## src/rtl/ascon_sequencer_if.sv

```systemverilog
// ascon_sequencer_if: upstream plaintext stream and downstream ciphertext stream
interface ascon_sequencer_if;
  logic [63:0] pt_data_i;
  logic        pt_valid_i;
  logic        pt_last_i;
  logic        pt_ready_o;
  logic [63:0] ct_data_o;
  logic        ct_valid_o;
  logic        ct_ready_i;
  modport slave (
    input  pt_data_i, pt_valid_i, pt_last_i, ct_ready_i,
    output pt_ready_o, ct_data_o, ct_valid_o
  );
  modport master (
    output pt_data_i, pt_valid_i, pt_last_i, ct_ready_i,
    input  pt_ready_o, ct_data_o, ct_valid_o
  );
endinterface

```

## src/rtl/ascon_sequencer.sv

```systemverilog
// ascon_sequencer: walks one ascon core through init, one AD block, N PT blocks and finalisation
module ascon_sequencer #(
  parameter int TIMEOUT_CYCLES = 255,
  parameter int CNT_W = 8
) (
  input  logic              clock_i,
  input  logic              reset_i,
  input  logic              start_i,
  input  logic [127:0]      key_i,
  input  logic [127:0]      nonce_i,
  input  logic [63:0]       ad_i,
  ascon_sequencer_if.slave  s,
  output logic [127:0]      tag_o,
  output logic              tag_valid_o,
  output logic              busy_o,
  output logic              error_o,
  output logic [CNT_W-1:0]  blk_cnt_o,
  output logic              core_init_o,
  output logic              core_associate_data_o,
  output logic              core_finalisation_o,
  output logic [63:0]       core_data_o,
  output logic              core_data_valid_o,
  output logic [127:0]      core_key_o,
  output logic [127:0]      core_nonce_o,
  input  logic              core_end_initialisation_i,
  input  logic              core_end_associate_i,
  input  logic              core_cipher_valid_i,
  input  logic              core_end_cipher_i,
  input  logic              core_end_tag_i,
  input  logic [63:0]       core_cipher_i,
  input  logic [127:0]      core_tag_i
);
  localparam int WD_W = $clog2(TIMEOUT_CYCLES + 1);
  localparam logic [WD_W-1:0] WD_MAX = WD_W'(TIMEOUT_CYCLES - 1);
  typedef enum logic [3:0] {IDLE, INIT, AD, PT_IN, PT_RUN, FINAL, DRAIN, DONE, ERR} state_t;
  state_t st;
  logic [127:0] key_r;
  logic [63:0] ad_r;
  logic last_r;
  logic [WD_W-1:0] wd;
  logic timed, leave, ct_free, hs;
  always_comb begin
    timed = st inside {INIT, AD, PT_RUN, FINAL};
    leave = st == INIT ? core_end_initialisation_i :
            st == AD ? core_end_associate_i :
            st == PT_RUN ? (last_r ? core_cipher_valid_i : core_end_cipher_i) :
            st == FINAL ? core_end_tag_i : 1'b0;
    ct_free = !s.ct_valid_o || s.ct_ready_i;
    hs = st == PT_IN && s.pt_valid_i && s.pt_ready_o;
  end
  // DRAIN holds off DONE until the CT buffer empties; it is untimed because only downstream can stall it
  always_ff @(posedge clock_i) begin
    if (reset_i) begin
      st <= IDLE;
      key_r <= '0;
      ad_r <= '0;
      last_r <= 1'b0;
      wd <= '0;
      s.pt_ready_o <= 1'b0;
      s.ct_data_o <= '0;
      s.ct_valid_o <= 1'b0;
      tag_o <= '0;
      tag_valid_o <= 1'b0;
      busy_o <= 1'b0;
      error_o <= 1'b0;
      blk_cnt_o <= '0;
      core_init_o <= 1'b0;
      core_associate_data_o <= 1'b0;
      core_finalisation_o <= 1'b0;
      core_data_o <= '0;
      core_data_valid_o <= 1'b0;
      core_key_o <= '0;
      core_nonce_o <= '0;
    end else begin
      wd <= timed && !leave ? wd + 1'b1 : '0;
      if (s.ct_valid_o && s.ct_ready_i) s.ct_valid_o <= 1'b0;
      case (st)
        IDLE, DONE: if (start_i) begin
          st <= INIT;
          key_r <= key_i;
          ad_r <= ad_i;
          blk_cnt_o <= '0;
          tag_valid_o <= 1'b0;
          busy_o <= 1'b1;
          core_init_o <= 1'b1;
          core_key_o <= key_i;
          core_nonce_o <= nonce_i;
        end
        INIT: if (core_end_initialisation_i) begin
          st <= AD;
          core_init_o <= 1'b0;
          core_key_o <= '0;
          core_nonce_o <= '0;
          core_associate_data_o <= 1'b1;
          core_data_valid_o <= 1'b1;
          core_data_o <= ad_r;
        end
        AD: if (core_end_associate_i) begin
          st <= PT_IN;
          core_associate_data_o <= 1'b0;
          core_data_valid_o <= 1'b0;
          s.pt_ready_o <= ct_free;
        end
        PT_IN: if (hs) begin
          st <= PT_RUN;
          s.pt_ready_o <= 1'b0;
          last_r <= s.pt_last_i;
          core_data_o <= s.pt_data_i;
          core_data_valid_o <= 1'b1;
          if (~&blk_cnt_o) blk_cnt_o <= blk_cnt_o + 1'b1;
        end else s.pt_ready_o <= ct_free;
        PT_RUN: begin
          if (core_cipher_valid_i) begin
            s.ct_data_o <= core_cipher_i;
            s.ct_valid_o <= 1'b1;
          end
          if (last_r) begin
            core_data_valid_o <= 1'b0;
            if (core_cipher_valid_i) begin
              st <= FINAL;
              core_finalisation_o <= 1'b1;
              core_key_o <= key_r;
            end
          end else if (core_end_cipher_i) begin
            st <= PT_IN;
            core_data_valid_o <= 1'b0;
            s.pt_ready_o <= ct_free && !core_cipher_valid_i;
          end
        end
        FINAL: if (core_end_tag_i) begin
          st <= ct_free ? DONE : DRAIN;
          busy_o <= !ct_free;
          tag_o <= core_tag_i;
          tag_valid_o <= 1'b1;
          core_finalisation_o <= 1'b0;
          core_key_o <= '0;
        end
        DRAIN: if (ct_free) begin
          st <= DONE;
          busy_o <= 1'b0;
        end
        default: ;
      endcase
      if (timed && !leave && wd == WD_MAX) begin
        st <= ERR;
        error_o <= 1'b1;
        busy_o <= 1'b0;
        s.pt_ready_o <= 1'b0;
        core_init_o <= 1'b0;
        core_associate_data_o <= 1'b0;
        core_finalisation_o <= 1'b0;
        core_data_o <= '0;
        core_data_valid_o <= 1'b0;
        core_key_o <= '0;
        core_nonce_o <= '0;
      end
    end
  end
endmodule

```

## src/flat_wrapper.sv

```systemverilog
// flat-port wrapper written by rule: the top's interface ports become plain ports
module ascon_sequencer_flat 
#(
  parameter int TIMEOUT_CYCLES = 255,
  parameter int CNT_W = 8
)
  (clock_i, reset_i, start_i, key_i, nonce_i, ad_i, tag_o, tag_valid_o, busy_o, error_o, blk_cnt_o, core_init_o, core_associate_data_o, core_finalisation_o, core_data_o, core_data_valid_o, core_key_o, core_nonce_o, core_end_initialisation_i, core_end_associate_i, core_cipher_valid_i, core_end_cipher_i, core_end_tag_i, core_cipher_i, core_tag_i, s_pt_data_i, s_pt_valid_i, s_pt_last_i, s_ct_ready_i, s_pt_ready_o, s_ct_data_o, s_ct_valid_o);
  ascon_sequencer_if s_i ();
  input  logic clock_i;
  input  logic reset_i;
  input  logic start_i;
  input  logic [127:0] key_i;
  input  logic [127:0] nonce_i;
  input  logic [63:0] ad_i;
  output logic [127:0] tag_o;
  output logic tag_valid_o;
  output logic busy_o;
  output logic error_o;
  output logic [CNT_W-1:0] blk_cnt_o;
  output logic core_init_o;
  output logic core_associate_data_o;
  output logic core_finalisation_o;
  output logic [63:0] core_data_o;
  output logic core_data_valid_o;
  output logic [127:0] core_key_o;
  output logic [127:0] core_nonce_o;
  input  logic core_end_initialisation_i;
  input  logic core_end_associate_i;
  input  logic core_cipher_valid_i;
  input  logic core_end_cipher_i;
  input  logic core_end_tag_i;
  input  logic [63:0] core_cipher_i;
  input  logic [127:0] core_tag_i;
  input wire logic [$bits(s_i.pt_data_i)-1:0] s_pt_data_i;
  input wire logic [$bits(s_i.pt_valid_i)-1:0] s_pt_valid_i;
  input wire logic [$bits(s_i.pt_last_i)-1:0] s_pt_last_i;
  input wire logic [$bits(s_i.ct_ready_i)-1:0] s_ct_ready_i;
  output wire logic [$bits(s_i.pt_ready_o)-1:0] s_pt_ready_o;
  output wire logic [$bits(s_i.ct_data_o)-1:0] s_ct_data_o;
  output wire logic [$bits(s_i.ct_valid_o)-1:0] s_ct_valid_o;
  assign s_i.pt_data_i = s_pt_data_i;
  assign s_i.pt_valid_i = s_pt_valid_i;
  assign s_i.pt_last_i = s_pt_last_i;
  assign s_i.ct_ready_i = s_ct_ready_i;
  assign s_pt_ready_o = s_i.pt_ready_o;
  assign s_ct_data_o = s_i.ct_data_o;
  assign s_ct_valid_o = s_i.ct_valid_o;
  ascon_sequencer #(.TIMEOUT_CYCLES(TIMEOUT_CYCLES), .CNT_W(CNT_W)) u_core (.clock_i(clock_i), .reset_i(reset_i), .start_i(start_i), .key_i(key_i), .nonce_i(nonce_i), .ad_i(ad_i), .s(s_i), .tag_o(tag_o), .tag_valid_o(tag_valid_o), .busy_o(busy_o), .error_o(error_o), .blk_cnt_o(blk_cnt_o), .core_init_o(core_init_o), .core_associate_data_o(core_associate_data_o), .core_finalisation_o(core_finalisation_o), .core_data_o(core_data_o), .core_data_valid_o(core_data_valid_o), .core_key_o(core_key_o), .core_nonce_o(core_nonce_o), .core_end_initialisation_i(core_end_initialisation_i), .core_end_associate_i(core_end_associate_i), .core_cipher_valid_i(core_cipher_valid_i), .core_end_cipher_i(core_end_cipher_i), .core_end_tag_i(core_end_tag_i), .core_cipher_i(core_cipher_i), .core_tag_i(core_tag_i));
endmodule
```

## config.mk

```make
export PLATFORM = sky130hd
export DESIGN_NAME = ascon_sequencer_flat
export DESIGN_NICKNAME = d
export VERILOG_FILES = /design/src/rtl/ascon_sequencer_if.sv /design/src/rtl/ascon_sequencer.sv /design/src/flat_wrapper.sv
export SDC_FILE = /design/constraint.sdc
export NUM_CORES = 2
export LEC_CHECK = 0
export CORE_AREA = 10 10 426 428
export DETAILED_ROUTE_END_ITERATION = 16
export DIE_AREA = 0 0 436 438
export PLACE_DENSITY = 0.44
export SLEW_MARGIN = 20
export SYNTH_ARGS = -nofsm -noshare
export SYNTH_HDL_FRONTEND = slang
export SYNTH_SLANG_ARGS = --single-unit
```

## constraint.sdc

```tcl
create_clock -name clock_i -period 2.75 [get_ports clock_i]
set_input_delay 0.4125 -clock clock_i [delete_from_list [all_inputs] [get_ports clock_i]]
set_output_delay 0.4125 -clock clock_i [all_outputs]
set_load 0.05 [all_outputs]
```

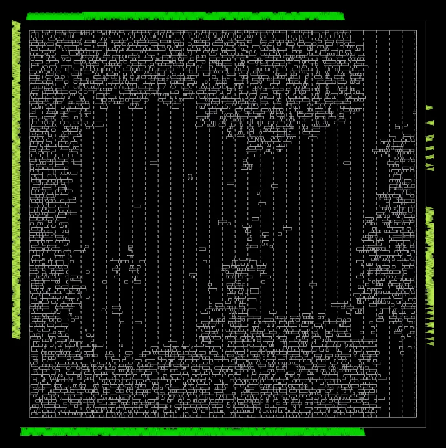
(images/placement.png)
floorplan row count: 153
flip-flops: 734

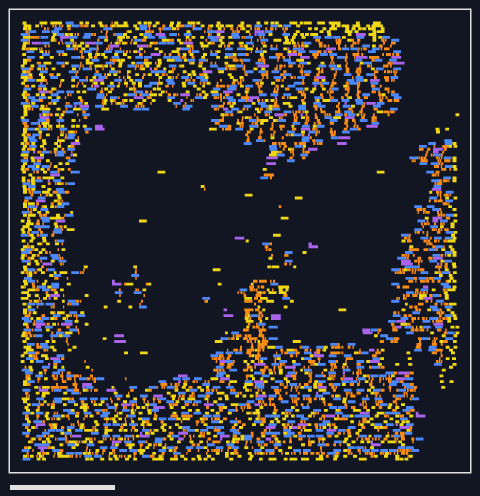
(images/placement_by_type.png)
Bar = 100 um.
color	class	cells	share of their area
yellow	remaining buffers and delay cells	1,219	29%
orange	combinational and other logic	2,535	29%
purple	clock drivers and dummy loads	166	7.2%
blue	sequential cells	734	34%
Final Util: 0.264
flop share of the area: 0.321

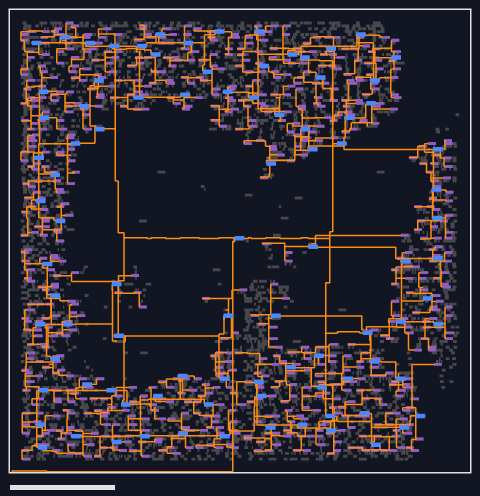
(images/clk_routes.png)
Bar = 100 um.
[orange] clock wires | length: 12,600 um
[purple] flip-flops | count: 734
[blue] clock drivers | count: 91
flops lie	widely spread
routed clock nets	92
clk latency late pin: 0.73 ns
Clock net power: 12.6 mW
clock share of power: 0.275
Clock Skews: 0.0264 ns

==> results.txt <==
Status -> finished, final reports clean
DP HPWL -> 119,000 um
Setup tns final -> 0 ns
Comb power frac -> 0.423
RR Endpoint -> u_core.blk_cnt_o[1]
Final #Nets -> 5,171
Buffering overhead -> 0.273
ANT nets after route -> 0
Synth Area per Inst -> 7.95 um2
Area of the core -> 173,000 um2
Starting DRT DRC Count -> 1,677
Yosys adder share -> 0.00131
CP arrival -> 3.18 ns
Most common cell in the netlist -> nand2_1
Top cells by count, synth -> nand2_1, dfxtp_1, a21oi_1
Area leader, netlist -> dfxtp_1
Worst hold path depth -> 3
Placer Congestion -> 0.859
Smallest setup slack after layout -> 0.203 ns
Crit path required time -> 3.39 ns
Met2 usage -> 0.293
Comb_multi_in -> 2,528
P_comb -> 19.4 mW
Seq pwr share -> 0.302
Final setup vio count -> 0
TAP cells -> 2,325
CP max-delay cell -> buf_4
Combinational share of cell area -> 0.273
Hold Slack -> 0.228 ns
Reg clk slew, reported paths -> 0.06 ns
Crit path kind -> reg -> reg
Share of layout cells above drive strength 1 -> 0.0599
Total global-route track usage -> 0.158
Cts bufs inserted -> 91
Most frequent cells in the layout -> clkdlybuf4s50_1, nand2_1, dfxtp_1
Busiest grt layer -> met2
Inverters -> 7
Worst-margin pin slew -> 1.03 ns
Via count -> 29,400
Post-synthesis compound-gate area fraction -> 0.203
First-pass GRT wire length -> 224,000 um
Clk_buf instances -> 127
Logic area -> 12,500 um2
Buffers on Ports -> 1,115
CTS tree -> built
# DRC -> 0
Ys flop type -> dfxtp_1
Maxcap violations -> 0
Hold Path End -> u_core.s.ct_data_o[1]
Placed cell count -> 6,812
N_diodes -> 15
Synth flops -> 734
Dominant comb cell -> AND-OR/OR-AND gates
GRT overflow -> 0
CP Launch Point -> u_core.st[1]
Multiplexer share -> 0.0246
Top class by area -> flip-flops and latches
DR WL met2 -> 84,000 um
Finished layout cell area -> 45,800 um2
CP Depth -> 8
Hold Path Class -> in -> reg
R2R setup slack -> 0.20 ns
Postcts setup bufs -> 0
WL final -> 159,000 um
Switch Pwr -> 19.2 mW
HP Start -> core_cipher_i[1]
YS warnings -> 0
H-tree Lvls -> 3
Cycle use final -> 0.926
Depth of the most critical reg-to-reg path -> 8
Clock Path Buffers -> 3
Total die size -> 191,000 um2
Hold Fails Final Rpt -> 0
Top cell area share -> 0.514
Met3 Use GR -> 0.0400
Drt pass-1 iters -> 5
Cell Area, Synth -> 28,600 um2
## flip-flops by register name, indices dropped and copies added (netlist names), 4 cells and up
| name | count |
|---|---|
| u_core.tag_o | 128 |
| u_core.blk_cnt_o | 8 |
| u_core.core_data_o | 64 |
| u_core.wd | 8 |
| u_core.ad_r | 64 |
| u_core.core_nonce_o | 128 |
| u_core.st | 4 |
| u_core.core_key_o | 128 |
| u_core.s.ct_data_o | 64 |
| u_core.key_r | 128 |
## worst register-to-register path, cell delays in order, from the launching register on
cell and delay, ns:
dfxtp_1 0.50, buf_4 0.26, or3_1 0.14, a21oi_1 0.08, buf_4 0.21, nand2_4 0.12, buf_4 0.57, nand2_1 0.39
a21oi_1 0.19
No activity file was given, so power comes from the tool's default toggle rates.
